Design pin_verifier, sky130hd; sources not shown.
### A small window of the routed layout, run 1

Bar = 20 um. Region (13, 27) to (63, 77) um. Cells in gray, sequential cells in the stronger gray; small squares are vias.
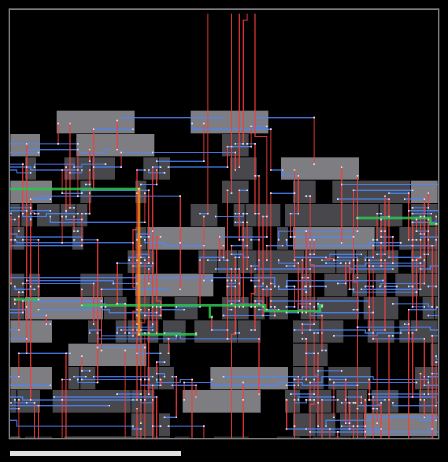
legend:
  met3:
    color: green
  met2:
    color: red
  met1:
    color: blue
  met4:
    color: orange
sequential cells in the window: 15
cells with their middle in the window: 120
most frequent: nand2_1 (26), buf_4 (18), dfrtp_1 (14)

### Sequential cells colored by netlist name, run 1

Bar = 20 um.
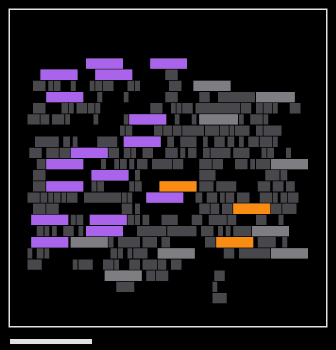
legend:
  r_state:
    color: orange
    placed_flops: 3
  u_entry.o_buffer:
    color: purple
    placed_flops: 16
not colored: 9
flop share of the area: 0.328
sequential standard cell area: 703 um2

### Pin placement, run 1

Bar = 20 um. Pins as bars across the die edge, other pins in gray.
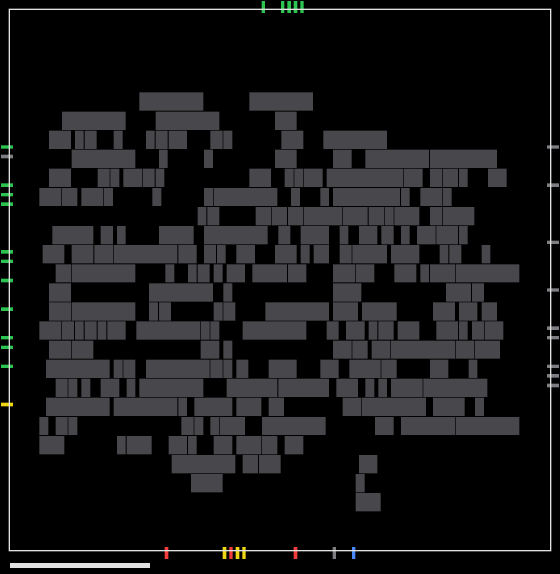
legend:
  stored_pin:
    color: green
    pins: 16
    direction: input
    edge: 11 left, 5 top
  cancel:
    color: blue
    pins: 1
    direction: input
    edge: bottom
  key_digit:
    color: yellow
    pins: 4
    direction: input
    edge: 3 bottom, 1 left
  digit_count:
    color: red
    pins: 3
    direction: output
    edge: bottom
all pins by edge: 13 left, 9 right, 8 bottom, 5 top
Die H: 77.0 um
Horiz. Die Dim: 77.0 um
port bufs: 0

==> metrics.log <==
[report] implementation figures
INFO  metric status = complete, but fails checks
INFO  metric violated_checks = setup timing
INFO  metric worstPathCellList = xnor2_1 -> nand4_1 -> nor3_4 -> buf_6 -> and4_1 -> nor3_1
INFO  metric timing.max_cap.violations = 0
INFO  metric layout.cells.non_filler = 272
INFO  metric largest_net_degree_at_the_start_of_global_routing = 36
INFO  metric combGateArea = 906 um2
INFO  metric core_area = 4470 um2
INFO  metric ant_nets = 0
INFO  metric synth-edff-count = 0
INFO  metric lay_top_cells = sky130_fd_sc_hd__nand2_1 (44), sky130_fd_sc_hd__buf_4 (29), sky130_fd_sc_hd__dfrtp_1 (26), sky130_fd_sc_hd__o21ai_0 (19), sky130_fd_sc_hd__xnor2_1 (13)
INFO  metric critical_path_at = 1760 ps
INFO  metric clock.fmax = 594 MHz
INFO  metric period_used_share = 1.05
INFO  metric initial_core_util = 0.372
INFO  metric hpwl_after_detailed_placement = 2620 um
INFO  metric via_count_of_the_first_global_routing_pass = 1277
INFO  metric p_leak = 0.928 nW
INFO  metric synth_area_per_cell = 9.00 um2
INFO  metric synth.yosys.seq_area_share = 0.422
INFO  metric max_slew_margin = 0.737
INFO  metric via_per_inst = 5.06
INFO  metric cp_num_cells = 6
INFO  metric drive_gt1_frac = 0.268
INFO  metric drtIter0Drc = 75
INFO  metric final-hold-violation-count = 0
INFO  metric finalNetCount = 251
INFO  metric setup.reg_to_reg.worst_slack = -80 ps
INFO  metric stage_log_warnings = 31
INFO  metric fin_setup_tns = -537 ps
INFO  metric htree_num_levels = 1
INFO  metric placementRows = 24
INFO  metric critical-path-slowest-cell = sky130_fd_sc_hd__dfrtp_1
INFO  metric met2_track_utilization_from_global_routing = 0.206
INFO  metric globalplace.congestion = 0.809
INFO  metric busiest_layer = met2
INFO  metric power.ir.vdd_worst = 368 uV
INFO  metric root_buffer = sky130_fd_sc_hd__clkbuf_8
INFO  metric utilization = 0.480
INFO  metric power.density_cell_area = 697 nW/um2
INFO  metric ys_async_sr_fraction = 1.00
INFO  metric post_synth_instance_area = 1670 um2
INFO  metric tritoncts.num_buffers = 3
INFO  metric vias = 1376
INFO  metric pwr_total = 1.50 mW
INFO  metric post-route-worst-setup-slack = -83.6 ps
INFO  metric setup_repair_after_global_routing_missed_its_margin = yes
INFO  metric post_drt_wl_per_cell = 13.9 um
INFO  metric largest_register_ffs = 16
INFO  metric grt_use_total = 0.132
INFO  metric cts_tree = built
INFO  metric min-delay-path-class = in -> reg
INFO  metric synth_cell_type_count = 44
INFO  metric detail_route.drc_violations = 0
INFO  metric postSynthCellCount = 185
INFO  metric layout.cells.most_common = sky130_fd_sc_hd__nand2_1
INFO  metric io_pins = 35
INFO  metric antenna_found_initial = 0
INFO  metric postSynthNetCount = 215
INFO  metric worstSetupStartpointType = flop
INFO  metric critPathTopFamily = simple AND/OR/NAND/NOR gates
INFO  metric ys_warn_count = 0
INFO  metric holdPathStages = 3
INFO  metric yosys.stat.chipArea = 1670 um2
INFO  metric met1_track_usage_gr = 0.183
INFO  metric slew_viol_final = 0
INFO  metric worst_slew_pin_slew = 389 ps
INFO  metric time_the_final_worst_path_needs_with_i_o_delays_and_setup = 1680 ps
INFO  metric placement_stage_cell_area = 1930 um2
INFO  metric maximum_cell_stage_delay_along_the_critical_path = 410 ps
INFO  metric yosys_cells = 185
INFO  metric crit_type = reg -> reg
INFO  metric grt_util_met3 = 0.0398
INFO  metric rr_worst_depth = 6
INFO  metric antenna_cells = 0
INFO  metric area_growth_syn_to_layout = 28.9%
INFO  metric worst_ep_required_time = 1670 ps
INFO  metric post_route_cell_area = 2150 um2
INFO  metric grt_overflow = 0
INFO  metric clkSinkCount = 28
INFO  metric critical_path_peak_fanout = 6
INFO  metric crit_buf_inv = 1
INFO  metric synth_top_flop_cell = sky130_fd_sc_hd__dfrtp_1
INFO  metric final-setup-viol-count = 9
INFO  metric cts.path.max_buffers = 2
INFO  metric timing.hold.ws = 3.61 ps
INFO  metric place_ws = -86.1 ps
INFO  metric grt_pass1_wl = 6350 um
INFO  metric drt_first_pass_iters = 4
INFO  metric clk_pin_slew = 100 ps
INFO  metric synth_flop_count = 28
INFO  metric layout.filler_cells = 438
INFO  metric end_kind = flop
INFO  metric route.final.wire_length = 3770 um
INFO  metric clock_latency = 280 ps
INFO  metric dp_cells = 257
INFO  metric floorplan.die_area = 5930 um2
-- run 1: logic make-up after synthesis --
family          share of synthesized area
mux                               0.00601
compound gates                      0.138
flops                               0.422
fa+ha+maj                          0.0301
buf+inv                            0.0586
simple gates                        0.255
xor+xnor                           0.0894
-- run 1: worst register-to-register path: cells and delay by family (launching register included) --
| kind | cells | cell delay, ps |
|---|---|---|
| XOR/XNOR | 1 | 150 |
| buffers and inverters | 1 | 160 |
| flip-flops | 1 | 410 |
| AND/OR/NAND/NOR | 4 | 760 |
-- run 1: repair_timing --
item / CTS / global route
hold endpoints to repair: 34 / 0
hold buffers: 8 / 0
pin swaps: 16 / 4
endpoints found under the setup margin: 10 / 17
buffers inserted: 0 / 2
gates resized: 6 / 2
cloned: 0 / 1
-- run 1: power by group --
group	total, mW	internal (mW)	switching (mW)
Combinational	0.192	0.0969	0.0949
Sequential	0.733	0.721	0.0115
Clock	0.572	0.335	0.237
Total	1.50	1.15	0.343
-- run 1: area by class of cell --
class                   count  area share
flip-flops and latches     28       0.328
multi-input cells         140       0.422
inverters                   7      0.0122
clock buffers               3      0.0192
repair buffers             41       0.174
clock inverters             1      0.0140
well taps                  52      0.0303
-- run 1: per-layer routing --
layer	routed length, um	share of wire
met1	1750	0.46
met2	1800	0.48
met3	208	0.055
met4	17	0.0045
met5	0	0
-- run 1: synth_stat cells, drive strengths merged, types with 2 or more instances --
library cell  count  area share
nand2b            2       0.012
nor3              5       0.025
ha                4       0.030
a21oi             3      0.0090
o22ai             4       0.015
and4              3       0.017
nand4             2      0.0075
and2              2      0.0090
o21ai            20       0.060
nand3             4       0.012
dfstp             2       0.032
inv               7       0.016
dfrtp            26        0.39
nor2              9       0.025
nor2b             4       0.015
buf               9       0.041
nor3b             2       0.012
xor2              4       0.021
xnor2            13       0.068
nand2            46        0.11
Power figures rest on the tool's default switching activity, not on a simulated workload.
